[config.mk]
export PLATFORM = sky130hd
export DESIGN_NAME = contador_multimodo
export DESIGN_NICKNAME = d
export VERILOG_FILES = /design/src/rtl/contador_multimodo.sv
export SDC_FILE = /design/constraint.sdc
export NUM_CORES = 1
export LEC_CHECK = 0
export CAP_MARGIN = 5
export CORE_MARGIN = 3
export CORE_UTILIZATION = 53
export DETAILED_ROUTE_END_ITERATION = 6
export PLACE_DENSITY = 0.95
export SLEW_MARGIN = 20
export SYNTH_ARGS = -nofsm -noshare
export SYNTH_HDL_FRONTEND = slang
export SYNTH_SLANG_ARGS = --single-unit
[constraint.sdc]
create_clock -name clk -period 4.6 [get_ports clk]
set_clock_uncertainty 0.2 [all_clocks]
set_input_delay 0.69 -clock clk [delete_from_list [all_inputs] [get_ports clk]]
set_output_delay 0.69 -clock clk [all_outputs]
set_load 0.02 [all_outputs]
[src/rtl/contador_multimodo.sv]
// contador_multimodo: parametrised up/down/ping-pong counter with load, wrap or saturate,
// terminal-count pulse, Gray output and a saturating terminal-count event counter.
module contador_multimodo #(
  parameter int WIDTH = 4,
  parameter int MAX   = 2**WIDTH-1,
  parameter bit SAT   = 1'b0
) (
  input  logic             clk,
  input  logic             reset,
  input  logic             en,
  input  logic [1:0]       mode,
  input  logic             load,
  input  logic [WIDTH-1:0] load_val,
  output logic [WIDTH-1:0] contador,
  output logic [WIDTH-1:0] contador_gray,
  output logic             dir,
  output logic             tc,
  output logic [7:0]       n_tc
);
  localparam logic [WIDTH-1:0] TOP = WIDTH'(MAX);
  localparam logic [WIDTH-1:0] ONE = WIDTH'(1);
  logic [WIDTH-1:0] cnt_q, cnt_d;
  logic             dir_q, dir_d, tc_q, tc_d;
  logic [7:0]       n_q, n_d;
  logic             at_top, at_bot;
  always_comb begin
    at_top = cnt_q == TOP;
    at_bot = cnt_q == '0;
    cnt_d  = cnt_q;
    dir_d  = dir_q;
    tc_d   = 1'b0;
    if (load) cnt_d = load_val > TOP ? TOP : load_val;
    else if (en)
      case (mode)
        2'b00: begin
          dir_d = 1'b0;
          cnt_d = cnt_q < TOP ? cnt_q + ONE : (SAT && at_top ? TOP : '0);
          tc_d  = cnt_q < TOP ? SAT && cnt_q + ONE == TOP : !SAT && at_top;
        end
        2'b01: begin
          dir_d = 1'b1;
          cnt_d = at_bot ? (SAT ? '0 : TOP) : cnt_q - ONE;
          tc_d  = at_bot ? !SAT : SAT && cnt_q == ONE;
        end
        2'b10: begin
          // reversal happens on the edge leaving the bound, so the pulse lines up with the turned value
          dir_d = dir_q ? !at_bot : at_top;
          cnt_d = dir_q ? (at_bot ? ONE : cnt_q - ONE) : (at_top ? TOP - ONE : cnt_q + ONE);
          tc_d  = dir_q ? at_bot : at_top;
        end
        default: tc_d = 1'b0;
      endcase
    n_d = tc_d && n_q != 8'hff ? n_q + 8'd1 : n_q;
  end
  always_ff @(posedge clk or posedge reset)
    if (reset) begin
      cnt_q <= '0;
      dir_q <= 1'b0;
      tc_q  <= 1'b0;
      n_q   <= '0;
    end else begin
      cnt_q <= cnt_d;
      dir_q <= dir_d;
      tc_q  <= tc_d;
      n_q   <= n_d;
    end
  assign contador      = cnt_q;
  assign contador_gray = cnt_q ^ (cnt_q >> 1);
  assign dir           = dir_q;
  assign tc            = tc_q;
  assign n_tc          = n_q;
endmodule

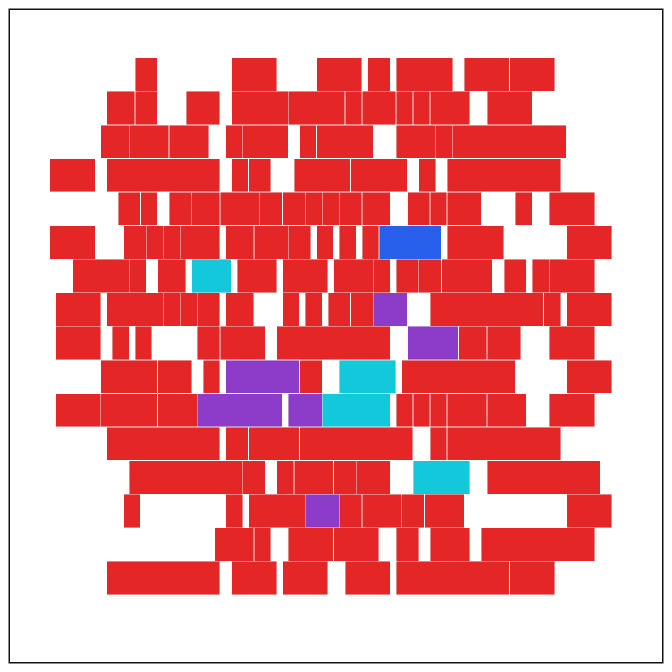
Fig. 1. Cell sizes after repair (run 1).
Key: drive 3 to 4 = purple [cells 6, share 3.8%, most used clkbuf_4]; drive 1 or less = red [cells 149, share 93%, most used clkdlybuf4s50_1]; drive 2 = cyan [cells 4, share 2.5%, most used nor4_2]; drive 6 and up = blue [cells 1, share 0.63%, most used clkbuf_8]
area grow syn2layout: 26.5%
Non-clock buffers: 27
Setup WS post-layout: 1.87 ns
final instance area: 1470 um2

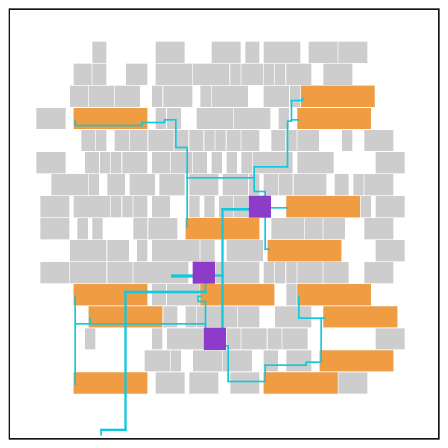
Fig. 2. Routed clock nets over the placement (run 1).
Key: cells driving clock nets = purple [count 3]; clock wires = cyan [length 199 um]; flip-flops = orange [count 14]
There are 4 routed clock nets.

==> changes_impl.md, run 1 <==
### Implementation results

* RSZ-0062 raised after global routing: false
* Max_slew headroom at 0.592
* Worst-path clk slew at 0.09 ns
* Share of layout cells above drive strength 1 at 0.0688
* Number of buffers on the longest clock path at 2
* Top cells by count: nand2_1, dfrtp_1, inv_1
* Endpoints failing hold at 0
* Met3 GRT Util at 0.0285
* Tightest Pin Transition at 0.608 ns
* Status: finished clean
* CTS Sinks at 14
* GRT busiest layer: met2
* Global route overflow at 0
* Wirelength per Cell at 15.3 um
* EDFF count, synth at 0
* Max VDD drop at 0.180 mV
* Hold slack at 0.294 ns
* Final-report setup violation count at 0
* Setup TNS at 0 ns
* Hold Crit Class: reg2reg
* DRT Pass-1 Iters at 4
* Mapped cell area at 1160 um2
* Clk root buf: clkbuf_4
* DP Area at 1430 um2
* HP Start: n_tc[5]
* Yosys warns at 0
* Worst r2r src: contador[2]
* Antenna Nets Post-Route at 0
* Num ports at 28
* PwrDens at 289 nW/um2
* Biggest area consumer among synthesized cells: dfrtp_1
* Die area at 2790 um2
* N_diodes at 0
* Post-CTS setup buffers at 0
* Total Nets Final at 183
* Area reported by Yosys stat at 1160 um2
* Top cells, area: dfrtp_1, ha_1, nand2_1, o21ai_0, inv_1
* Initial antenna violation count at 0
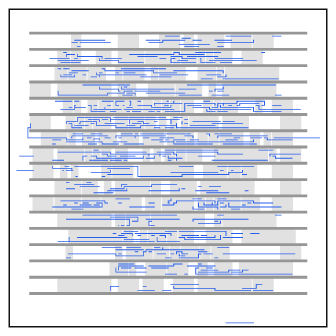
Fig. 3. Met1 routing (run 1).
Supply wires on this layer in gray. Cells faint in the background.
The longest straight run is 16.1 um. The layer holds 43% of the routed length. The wires run mostly horizontal.
routed via count: 1099
met1 GRT Util: 0.302
Detailed Route WL: 2860 um

[run 1: area by class of cell]
type                       count  area, um2  share of cell area
multi-input combinational    101        727               0.494
timing repair buffer          27        270               0.184
inverter                      14       52.6              0.0357
tap                           27       33.8              0.0230
sequential                    14        350               0.238
clock buffer                   4       36.3              0.0247
[run 1: flip-flops by register name (all words and copies together), names as in the netlist]
| signal | count |
|---|---|
| n_tc | 8 |
| contador | 4 |
| tc | 1 |
| dir | 1 |
[run 1: report_power, final]
group          total, mW  internal (mW)  leakage [nW]  switching [mW]
logic              0.173         0.0794         0.450          0.0933
clock network     0.0923         0.0482        0.0210          0.0441
registers          0.160          0.136         0.183          0.0237
[run 1: final timing paths]
kind	end	cells after the start
max	contador_gray[1]	3
min	n_tc[5]	1
max reg2reg	n_tc[1]	6
min reg2reg	n_tc[5]	1
max in group asynchronous	n_tc[3]	2
min in group asynchronous	contador[2]	2
[run 1: critical path: stages (launching register included)]
cell and delay [ns]:
dfrtp_1 0.52, inv_1 0.14, ha_1 0.29, clkdlybuf4s50_1 0.59
[run 1: kinds of logic (layout without fill, tap and decap cells)]
| logic type | Yosys count | count (layout) | share of synthesized area |
|---|---|---|---|
| buffers and inverters | 19 | 45 | 0.0732 |
| flip-flops | 14 | 14 | 0.301 |
| AND/OR/NAND/NOR | 43 | 43 | 0.215 |
| AND-OR/OR-AND | 36 | 36 | 0.201 |
| XOR/XNOR | 8 | 8 | 0.0603 |
| adder cells (fa/ha/maj) | 12 | 12 | 0.129 |
| multiplexers | 2 | 2 | 0.0194 |
[run 1: metal layers]
layer	vias to the layer above	share of wire	wire length, um
li1	517	-	-
met1	523	0.43	1230
met2	54	0.49	1390
met3	5	0.071	204
met4	0	0.012	33
met5	-	0	0
Fig. 4: run 1, placed cells, one color a class
Bar = 20 um.
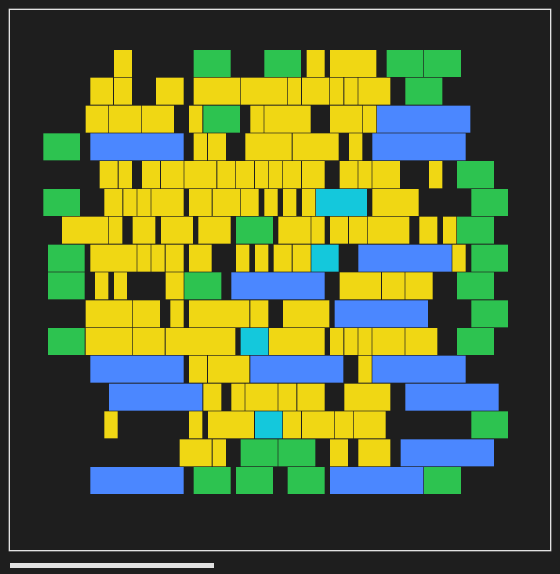

--- run 2 (diff from run 1) ---
CORE_UTILIZATION = 49   (was 53)
PLACE_DENSITY = 0.91   (was 0.95)
clock period = 2.76 ns   (was 4.6 ns; I/O delays follow)
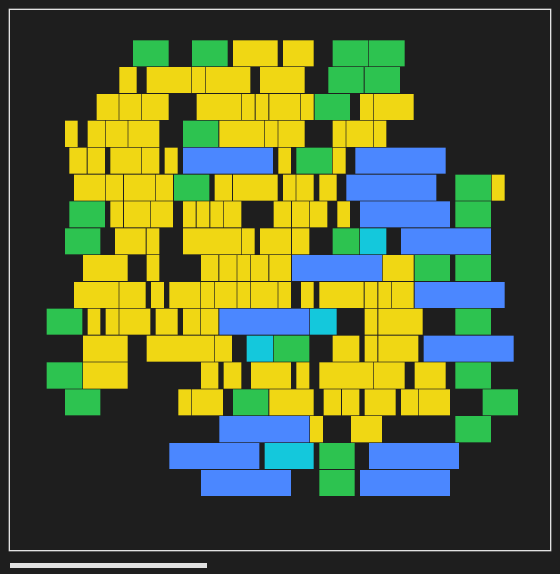
Fig. 5. Placed cells, one color a class (run 2).
Bar = 20 um.
Key: clock drivers and dummy loads = cyan [cells 4, share of their area 2.5%]; other buffers and delay cells = green [cells 28, share of their area 19%]; all other logic = yellow [cells 115, share of their area 54%]; flops = blue [cells 14, share of their area 24%]
final instance area: 1480 um2
Seq area share: 0.237
Rows: 17
final core occ: 0.662
Core ar.: 2230 um2

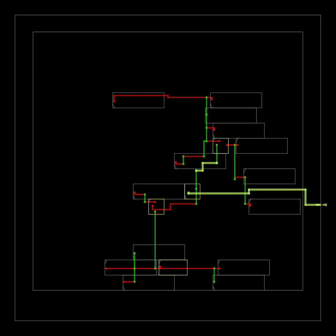
Fig. 6. Clock wiring as the flow saved it (run 2).
seq_cells: 14
Num CTS Buffers: 3
CLK BUF: 4
worst skew pair latency: 0.27 ns

==> run 2 against run 1 <==
Utilization decreased by 6.5 points. First-iteration DRC count decreased by 31%. Count of clock-buffer cells in the layout unchanged. Routed wire length decreased by 8.3%. Worst hold slack got worse by 0.019 ns. Largest power group unchanged. Critical path type unchanged. Critical path depth unchanged.
==> changes_impl.md, run 2 <==
### Implementation results

* Area reported by Yosys stat at 1160 um2
* Antenna Nets Post-Route at 0
* Mux share at 0.0194
* Num ports at 28
* Crit path buf inv count at 2
* Top cells, area: dfrtp_1, ha_1, nand2_1, o21ai_0, inv_1
* Total Nets Final at 184
* Die area at 2990 um2
* Detailed Route WL at 2630 um
* Max_slew headroom at 0.608
* Yosys warns at 0
* Clk root buf: clkbuf_4
* Endpoints failing hold at 0
* Main logic family after synthesis: simple AND/OR/NAND/NOR gates
* PwrDens at 470 nW/um2
* Max reg flops at 8
* Status: finished clean
* Hold Crit Class: in2async
* Post-CTS setup buffers at 0
* Share of layout cells above drive strength 1 at 0.0745
run 2: cell counts after synthesis:
No cell type changed its count.
run 2: path summary, 6_finish.rpt:
check / from / end / slack (ns) / cells after the start
max: contador[2] / contador_gray[1] / 0.33 / 3
max reg2reg: contador[2] / n_tc[1] / 0.55 / 7
min reg2reg: n_tc[5] / n_tc[5] / 0.29 / 1
max in group asynchronous: reset / n_tc[4] / 1.72 / 2
min in group clk: n_tc[5] / n_tc[5] / 0.29 / 1
min: reset / contador[3] / 0.28 / 2
run 2: final cells by class:
cell class	count	area (um2)	share of cell area
multi-input combinational	101	727	0.492
tap	28	35.0	0.0237
timing repair buffer	28	278	0.188
sequential	14	350	0.237
inverter	14	52.6	0.0355
clock buffer	4	36.3	0.0245
run 2: report_power, final:
group / total [mW] / switching, mW / internal, mW / leakage, nW
registers: 0.265 / 0.0380 / 0.227 / 0.183
clock network: 0.143 / 0.0627 / 0.0801 / 0.0210
logic: 0.286 / 0.153 / 0.133 / 0.454
total: 0.695 / 0.254 / 0.441 / 0.659
run 2: through the flow:
stage          utilization  setup slack [ns]  hold slack [ns]  area (um2)  total power, mW
2_1_floorplan            -             0.726            0.103        1160            0.440
3_3_place_gp         0.646             0.296            0.270        1440            0.541
3_5_place_dp         0.646             0.171            0.278        1440            0.554
4_1_cts              0.662             0.323            0.284        1480            0.698
5_1_grt              0.662             0.240            0.300        1480            0.747
6_report             0.662             0.327            0.275        1480            0.695
run 2: layer usage:
| layer | track usage | vias up |
|---|---|---|
| li1 | - | 520 |
| met1 | 0.228 | 505 |
| met2 | 0.350 | 46 |
| met3 | 0.0381 | 6 |
| met4 | 0.0581 | 0 |
| met5 | 0 | - |
Power figures rest on the tool's default switching activity, not on a simulated workload.
